--- config.mk ---
export PLATFORM = sky130hd
export DESIGN_NAME = swc_pck_transfer_input
export DESIGN_NICKNAME = d
export VERILOG_FILES = /design/src/rtl/swc_pck_transfer_input.sv
export SDC_FILE = /design/constraint.sdc
export NUM_CORES = 1
export LEC_CHECK = 0
export ABC_AREA = 1
export CELL_PAD_IN_SITES_DETAIL_PLACEMENT = 0
export CELL_PAD_IN_SITES_GLOBAL_PLACEMENT = 2
export CORE_MARGIN = 4
export CORE_UTILIZATION = 20
export DETAILED_ROUTE_END_ITERATION = 7
export PLACE_DENSITY = 0.87
export SLEW_MARGIN = 20
export SYNTH_ARGS = -nofsm -noshare
export SYNTH_HDL_FRONTEND = slang
export SYNTH_SLANG_ARGS = --single-unit
export TNS_END_PERCENT = 10
--- constraint.sdc ---
create_clock -name clk_i -period 1.05 [get_ports clk_i]
set_input_delay 0.2625 -clock clk_i [delete_from_list [all_inputs] [get_ports clk_i]]
set_output_delay 0.2625 -clock clk_i [all_outputs]
set_load 0.1 [all_outputs]
--- src/rtl/swc_pck_transfer_input.sv ---
// Per-input-port page transfer stage: holds one packet descriptor and offers it to the
// output ports until every destination has read it, then acknowledges the input block.
module swc_pck_transfer_input #(
  parameter int g_num_ports       = 11,
  parameter int g_page_addr_width = 10,
  parameter int g_prio_width      = 3
) (
  input  logic                         clk_i,
  input  logic                         rst_n_i,
  input  logic                         ib_transfer_pck_i,
  input  logic [g_page_addr_width-1:0] ib_pageaddr_i,
  input  logic [g_num_ports-1:0]       ib_mask_i,
  input  logic [g_prio_width-1:0]      ib_prio_i,
  output logic                         ib_transfer_ack_o,
  output logic                         pto_transfer_pck_o,
  output logic [g_page_addr_width-1:0] pto_pageaddr_o,
  output logic [g_num_ports-1:0]       pto_output_mask_o,
  input  logic [g_num_ports-1:0]       pto_read_mask_i,
  output logic [g_prio_width-1:0]      pto_prio_o
);

  typedef enum logic {
    IDLE,
    TRANSFER
  } state_t;

  state_t state_q, state_d;

  logic                         ack_d;
  logic                         pck_d;
  logic [g_page_addr_width-1:0] pageaddr_d;
  logic [g_num_ports-1:0]       mask_d;
  logic [g_prio_width-1:0]      prio_d;
  logic [g_num_ports-1:0]       remaining_next;

  logic accept_empty;
  logic accept_valid;

  assign accept_empty   = ib_transfer_pck_i && (ib_mask_i == '0);
  assign accept_valid   = ib_transfer_pck_i && (ib_mask_i != '0);
  assign remaining_next = pto_output_mask_o & ~pto_read_mask_i;

  always_ff @(posedge clk_i or negedge rst_n_i) begin
    if (!rst_n_i)
      state_q <= IDLE;
    else
      state_q <= state_d;
  end

  always_comb begin
    state_d = state_q;
    case (state_q)
      IDLE:     if (accept_valid) state_d = TRANSFER;
      TRANSFER: if (remaining_next == '0) state_d = IDLE;
      default:  state_d = IDLE;
    endcase
  end

  // Next values of the registered outputs; read bits outside the remaining set are
  // masked off naturally by the AND with the current remaining mask.
  always_comb begin
    ack_d      = 1'b0;
    pck_d      = 1'b0;
    pageaddr_d = pto_pageaddr_o;
    mask_d     = '0;
    prio_d     = pto_prio_o;
    case (state_q)
      IDLE: begin
        if (ib_transfer_pck_i) begin
          pageaddr_d = ib_pageaddr_i;
          prio_d     = ib_prio_i;
        end
        if (accept_valid) begin
          pck_d  = 1'b1;
          mask_d = ib_mask_i;
        end
        ack_d = accept_empty;
      end
      TRANSFER: begin
        if (remaining_next == '0) begin
          ack_d = 1'b1;
        end else begin
          pck_d  = 1'b1;
          mask_d = remaining_next;
        end
      end
      default: ;
    endcase
  end

  always_ff @(posedge clk_i or negedge rst_n_i) begin
    if (!rst_n_i) begin
      ib_transfer_ack_o  <= 1'b0;
      pto_transfer_pck_o <= 1'b0;
      pto_pageaddr_o     <= '0;
      pto_output_mask_o  <= '0;
      pto_prio_o         <= '0;
    end else begin
      ib_transfer_ack_o  <= ack_d;
      pto_transfer_pck_o <= pck_d;
      pto_pageaddr_o     <= pageaddr_d;
      pto_output_mask_o  <= mask_d;
      pto_prio_o         <= prio_d;
    end
  end

endmodule

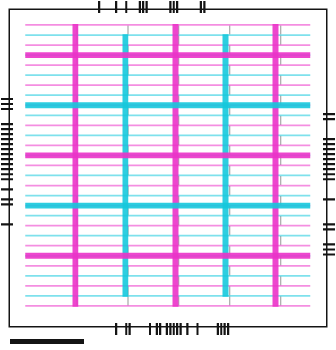
run_1/power_grid.png
The bar under the picture is 20 microns long. Pins as bars on the die edge. Tap cells in gray.
Cyan stands for VDD. Magenta stands for VSS.
29 met1 rails follow the rows. 75 tap cells. 5 straps on met5. 5 straps on met4.

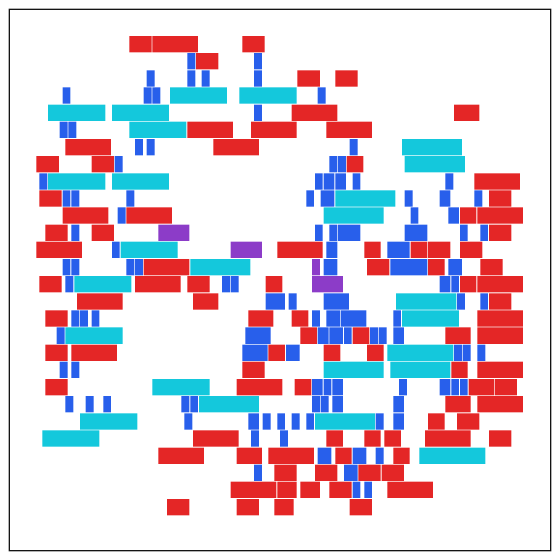
run_1/placement_by_type.png
Red stands for other buffers and delay cells, cells 94, share of their area 48%. Blue stands for combinational and other logic, cells 118, share of their area 22%. Cyan stands for flops, cells 26, share of their area 27%. Purple stands for clock drivers and dummy loads, cells 4, share of their area 1.8%.
Rows: 28
post-layout util: 43.22%
fin area: 0.002544 sq mm

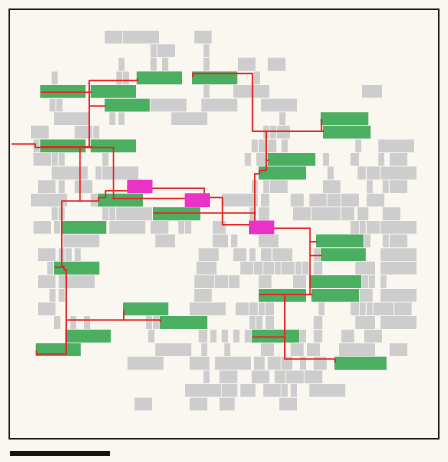
run_1/clk_routes.png
The bar under the picture is 20 microns long.
Red stands for clock wires, length 368 microns. Magenta stands for clock drivers, count 3. Green stands for flip-flops, count 26.
There are 4 routed clock nets.
clock power share: 7.1%
Clk. pwr: 0.588 mW
Worst-Skew Late Latency: 270 ps
Final Skew: 6.316 ps

==> GITHUB_STEP_SUMMARY, run 1 <==
### Yosys + OpenROAD results

| Metric | Value |
|---|---|
| CTS max path bufs | 2 |
| Pins Over Slew Limit | 0 |
| Area leader, netlist | dfrtp_1 |
| Design Power | a little over 8 mW |
| Status | complete, but fails checks |
| Reg area | approximately 670 sq um |
| Pwr dens | 3263 mW/mm^2 |
| Max IR drop VDD | 0.002274 V |
| Clock sinks | 26 |
| IO Port Bufs | 63 |
| Chip width | 85.66 microns |
| Yosys Instances | 148 |
| Final worst slack | -246.2 ps |
| WL met2 | 1842 microns |
| Critical Path AT | 1030 ps |
| Final tally of setup violations | just under 50 |
| Failing checks | setup timing |
| Reg power frac | 22.0% |
| WS Path Type | reg -> out |
| Yosys Chip Area | 0.001206 sq mm |
| Cycle use final | 123.5% |
| Synth area leaders | dfrtp_1, nand2_1, nand3_1 |
run 1: area by class of cell:
class | count | share of cell area (%)
multi-input combinational | 105 | 19.33
clock buffer | 4 | 1.771
tap | 75 | 3.689
inverter | 13 | 2.312
sequential | 26 | 26.36
timing repair buffer | 94 | 46.53
run 1: flip-flops by register name, indices dropped and copies added, names as in the netlist:
signal              cells
pto_output_mask_o      11
ib_transfer_ack_o       1
pto_pageaddr_o         10
pto_prio_o              3
pto_transfer_pck_o      1
run 1: critical path, stage by stage (launching register included):
cell and delay (ps):
dfrtp_4 490, buf_6 120, buf_12 150
run 1: metal layers:
| metal | GRT usage, % | vias up |
|---|---|---|
| met5 | 0 | - |
| met4 | 1.295 | 0 |
| met3 | 4.323 | 2 |
| met2 | 19.28 | 40 |
| met1 | 11.79 | 587 |
| li1 | - | 642 |
run 1: worst max-delay path by stage:
stage / slack (ps) / endpoint / cells after the start
3_5_place_dp: -440 / pto_output_mask_o[9] / 7
4_1_cts: -260 / pto_output_mask_o[8] / 2
3_3_place_gp: -420 / pto_output_mask_o[5] / 7
6_report: -250 / pto_output_mask_o[8] / 2
2_1_floorplan: -140 / pto_pageaddr_o[0] / 5
5_1_grt: -280 / pto_output_mask_o[8] / 2
run 1: synthesized netlist by cell type:
library cell  number
dfrtp_1           26
nor2_4             1
nand3_1           13
buf_6              1
inv_2              1
nand3_2            3
buf_4              1
inv_1             11
nor2_1             8
buf_2              2
inv_4              1
nand2_1           71
nor3_4             1
o21ai_0            3
nand4_1            2
nand2_2            1
nand2_4            2
run 1: power groups by stage:
stage / registers [mW] / logic [mW] / clock network (mW)
finish: 1.83 / 5.89 / 0.588
CTS: 1.83 / 5.94 / 0.635
floorplan: 4.42 / 0.670 / 0
detailed placement: 1.86 / 5.80 / 0
global placement: 1.85 / 5.78 / 0
global route: 1.87 / 6.13 / 0.668
run 1: logic make-up after synthesis:
logic type,synth area share (%)
simple gates,38.17
compound gates,1.244
flops,53.94
buf+inv,6.639
run 1: cells in the final DEF, fill, tap and decap left out:
cell              n
inv_1            11
clkdlybuf4s50_1  34
inv_4             1
nand2_1          70
dlygate4sd2_1     3
dfrtp_4           2
inv_8             1
nand3_1          13
nor3_4            1
nor2_2            4
buf_6             7
nand2_2           2
clkbuf_1          1
nand3_2           3
clkbuf_8          3
dfrtp_2          10
nand4_1           2
o21ai_1           2
nand2_4           2
buf_4            21
nor2_4            1
nor2_1            4
buf_12           29
dfrtp_1          14
o21ai_2           1
run 1: timing repair:
action / CTS / global route
endpoints found under the setup margin: 49 / 52
gates resized: 18 / 3
pin swaps: 2 / 3
buffers inserted: 1 / 0
run 1: stage by stage:
| stage | instances | worst slack [ps] |
|---|---|---|
| after floorplan | 148 | -142.9 |
| after global placement | 312 | -419.4 |
| after detailed placement | 312 | -437.3 |
| after CTS | 317 | -264.0 |
| after global routing | 317 | -283.9 |
| final | 317 | -246.2 |
--- run 2 (diff from run 1) ---
Settings changed: SLEW_MARGIN 20 to 10.
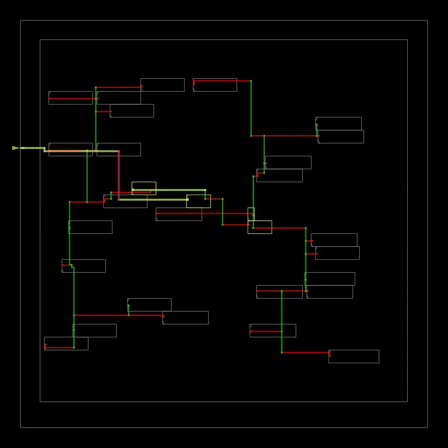
run_2/clocks.png
clock sinks: 26
clock buf count: 4

==> run 2 against run 1 <==
The flow still finishes with violations (setup timing); core utilization is the same; critical path depth is the same; clock power is essentially flat; synthesized cell count is the same; critical path type unchanged; critical endpoint unchanged.
==> GITHUB_STEP_SUMMARY, run 2 <==
### Yosys + OpenROAD results

| Metric | Value |
|---|---|
| Largest net degree at the start of global routing | 27 |
| Max FFs per register | 11 |
| Area leader share | 53.94% |
| Reg clk slew, reported paths | about 90 ps |
| Synth area leaders | dfrtp_1, nand2_1, nand3_1 |
| Count of library flops with an enable pin | 0 |
| Vias post-DR | 1271 |
| Worst-Skew Late Latency | 270 ps |
| Yosys Chip Area | 0.001206 sq mm |
| CP max FO | 2 |
| Pins Over Slew Limit | 0 |
| Top cells excl fill/tap | nand2_1, clkdlybuf4s50_1, buf_12 |
| Share of cells above drive strength 1 | 36.36% |
| Cycle use final | 123.5% |
| FFs w/ async S/R, synth | 100.0% |
| Drt wl/cell | roughly 12 microns |
| Worst R2R Path Depth | 7 |
| Final cell count without fillers | between 300 and 400 |
| Status | complete, but fails checks |
| Worst-path cell chain | buf_6 > buf_12 |
| Top Registers | pto_output_mask_o: 11 flops, pto_pageaddr_o: 10 flops, pto_prio_o: 3 flops |
| CP max-delay cell | dfrtp_4 |
| Nets | 281 |
| Rows | 28 |
| CTS max path bufs | 2 |
| Ys flop type | dfrtp_1 |
| Area leader, netlist | dfrtp_1 |
| Failing checks | setup timing |
| Final Hold Vio Count | 0 |
| Placed Cells | roughly 310 |
| Most flop-heavy register | pto_output_mask_o |
| Pwr dens | 3263 mW/mm^2 |
| CP max stage delay | 490 ps |
| Final Skew | 6.316 ps |
| Post-synth top cells | nand2_1, dfrtp_1, nand3_1 |
| Syn-to-layout area delta | 110.9% |
| Final tally of setup violations | ~49 |
| WS Path Type | reg -> out |
| Yosys Instances | 148 |
| Top cell type by instance count after synthesis | nand2_1 |
| Most common logic cell in the routed design | nand2_1 |
| Post-synth seq share | 53.94% |
| Tool warnings | 29 |
| Critical Path AT | 1030 ps |
| Reg area | around 670 sq um |
| IO Port Bufs | between 60 and 70 |
| Final worst slack | -246.2 ps |
| ANT cells | 0 |
| Clk Tree Root Cell | clkbuf_8 |
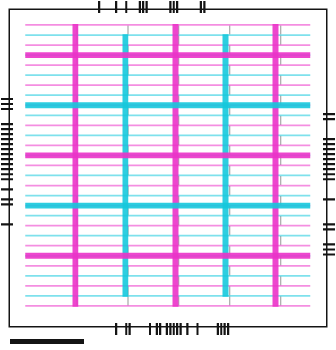
run_2/power_grid.png
The bar under the picture is 20 microns long. Pins as bars on the die edge. Tap cells in gray.
Magenta stands for VSS. Cyan stands for VDD.
The core has 28 rows. 75 tap cells.
Max IR drop VDD: 0.002274 V
chip width: 85.66 microns

[run 2: cell counts in the layout (fill, tap and decap cells not counted)]
No cell type changed its count.
[run 2: how the worst max path moves through the flow]
stage	slack, ps	to	start	depth (start not counted)
finish	-250	pto_output_mask_o[8]	pto_output_mask_o[8]	2
global route	-280	pto_output_mask_o[8]	pto_output_mask_o[8]	2
CTS	-260	pto_output_mask_o[8]	pto_output_mask_o[8]	2
detailed placement	-440	pto_output_mask_o[9]	ib_mask_i[3]	7
global placement	-420	pto_output_mask_o[5]	ib_mask_i[3]	7
floorplan	-140	pto_pageaddr_o[0]	pto_transfer_pck_o	5
[run 2: worst max-delay path: cells and delay by family, from the launching register on]
| family | cells | cell delay [ps] |
|---|---|---|
| DFF | 1 | 490 |
| buffers and inverters | 2 | 270 |
[run 2: stage by stage]
step | cell area (sq um) | worst slack [ps] | hold WS (ps) | utilization (%) | total power, mW
final | 2544 | -246.2 | 342.3 | 43.22 | 8.299
after global routing | 2544 | -283.9 | 340.8 | 43.22 | 8.670
after CTS | 2535 | -264.0 | 342.5 | 43.07 | 8.407
after detailed placement | 2447 | -437.3 | 529.0 | 41.58 | 7.664
after global placement | 2447 | -419.4 | 524.8 | 41.58 | 7.621
after floorplan | 1229 | -142.9 | -33.09 | - | 5.093
[run 2: timing repair]
item                                    in CTS  in global routing
pin swaps                                    2                  3
gates resized                               18                  3
endpoints found under the setup margin      49                 52
buffers inserted                             1                  0
[run 2: layer usage]
metal	routed length, microns	vias to the layer above	global-route usage [%]
met4	10	0	1.295
li1	-	642	-
met2	1842	40	19.28
met1	1485	587	11.79
met5	0	-	0
met3	350	2	4.323
[run 2: area by class of cell]
cell class,instances,area share (%)
clock buffer,4,1.771
sequential,26,26.36
tap,75,3.689
inverter,13,2.312
timing repair buffer,94,46.53
multi-input combinational,105,19.33
[run 2: power breakdown]
part           leakage, nW  switching [mW]  total [mW]  internal (mW)
sequential           0.314           0.410        1.83           1.42
clock               0.0228           0.317       0.588          0.272
combinational        0.911            3.70        5.89           2.19
total                 1.25            4.42        8.30           3.88
[run 2: logic make-up after synthesis]
group	share of synthesized area (%)
and+or+nand+nor	38.17
DFF	53.94
buffers and inverters	6.639
AOI/OAI and AO/OA	1.244
--- run 3 (diff from run 2) ---
Settings changed: SLEW_MARGIN 10 to not set.
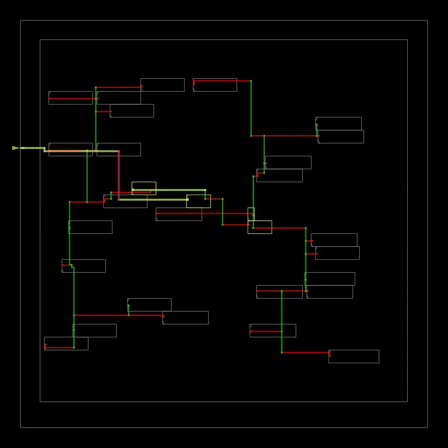
run_3/clocks.png
cts bufs inserted: 3
flop count: 26

==> run 3 against run 2 <==
The flow still finishes with violations (setup timing); largest cell class unchanged; design area did not move; global-route usage did not move; critical path type unchanged; largest power group unchanged; synthesized cell count did not move.
==> GITHUB_STEP_SUMMARY, run 3 <==
### Yosys + OpenROAD results

| Metric | Value |
|---|---|
| Status | complete, but fails checks |
| Failing checks | setup timing |
| Final Skew | roughly 6.3 ps |
| CP max FO | 2 |
| Adder share | 0% |
| Worst R2R Path Depth | 7 |
| Top cell type by instance count after synthesis | nand2_1 |
| Final tally of setup violations | 49 |
| Tool warnings | 29 |
| Final worst slack | -246.2 ps |
| Pins Over Slew Limit | 0 |
| Placed Cells | 312 |
| CP max stage delay | 490 ps |
| Max FFs per register | 11 |
| CTS max path bufs | 2 |
| CP max-delay cell | dfrtp_4 |
| Reg clk slew, reported paths | 90 ps |
| Chip width | ~86 microns |
| Area leader, netlist | dfrtp_1 |
| Final cell count without fillers | 317 |
| Mux area share | 0% |
| Basic Gates by Area | 38.17% |
| Critical Path AT | 1030 ps |
| Top cells excl fill/tap | nand2_1, clkdlybuf4s50_1, buf_12 |
| Max IR drop VDD | 0.002274 V |
| Area leader share | 53.94% |
| Share of cells above drive strength 1 | about 36% |
| Yosys Instances | between 100 and 150 |
| Top Registers | pto_output_mask_o: 11 flops, pto_pageaddr_o: 10 flops, pto_prio_o: 3 flops |
| Clock sinks | 26 |
| Final Hold Vio Count | 0 |
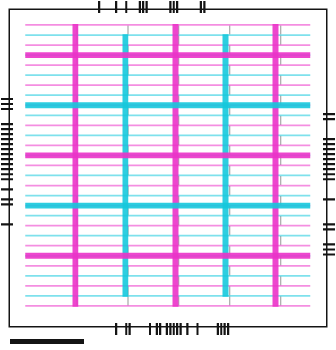
run_3/power_grid.png
The bar under the picture is 20 microns long. Pins as bars on the die edge. Tap cells in gray.
Cyan stands for VDD. Magenta stands for VSS.
5 straps on met5. 5 straps on met4.
Core Footprint: 0.005886 sq mm
die height: 85.66 microns

-- run 3: cells by family (layout without fill, tap and decap cells) --
group                  count (synthesis)  in the layout
AOI/OAI and AO/OA                      3              3
buffers and inverters                 17            111
DFF                                   26             26
and+or+nand+nor                      102            102
-- run 3: routing by layer --
metal,global-route usage (%),share of wire [%],vias to the layer above
li1,-,-,642
met1,11.79,40,587
met2,19.28,50,40
met3,4.323,9.5,2
met4,1.295,0.27,0
met5,0,0,-
-- run 3: area by class of cell --
class	instances	area, sq um	share of cell area (%)
Inverter	13	58.81	2.312
Multi-Input combinational cell	105	491.7	19.33
Timing Repair Buffer	94	1184	46.53
Clock buffer	4	45.04	1.771
Sequential cell	26	670.6	26.36
Tap cell	75	93.84	3.689
-- run 3: path summary, 6_finish.rpt --
| check | to | startpoint | slack [ps] |
|---|---|---|---|
| max reg2reg | pto_prio_o[0] | pto_transfer_pck_o | -100 |
| max in group asynchronous | pto_output_mask_o[3] | rst_n_i | 530 |
| min in group clk_i | pto_output_mask_o[3] | ib_mask_i[3] | 410 |
| min reg2reg | pto_pageaddr_o[3] | pto_pageaddr_o[3] | 550 |
| min | pto_output_mask_o[8] | rst_n_i | 340 |
| max | pto_output_mask_o[8] | pto_output_mask_o[8] | -250 |
-- run 3: what timing repair did --
action,4_1_cts,5_1_grt
buffers inserted,1,0
resized,18,3
endpoints found under the setup margin,49,52
pin swaps,2,3
-- run 3: worst max-delay path, delay by kind of cell, from the launching register on --
kind	cells	cell delay [ps]
DFF	1	490
buffers and inverters	2	270
-- run 3: report_power, final --
| group | internal, mW | leakage, nW | total, mW | switching (mW) |
|---|---|---|---|---|
| Combinational | 2.19 | 0.911 | 5.89 | 3.70 |
| Clock | 0.272 | 0.0228 | 0.588 | 0.317 |
| Sequential | 1.42 | 0.314 | 1.83 | 0.410 |
| Total | 3.88 | 1.25 | 8.30 | 4.42 |
-- run 3: through the flow --
stage,instance area [sq um],TNS (ps),setup slack (ps)
after CTS,2535,-5416,-264.0
after global placement,2447,-7711,-419.4
final,2544,-4651,-246.2
after detailed placement,2447,-8106,-437.3
after floorplan,1229,-4427,-142.9
after global routing,2544,-7103,-283.9
Power and IR drop assume default switching activity.
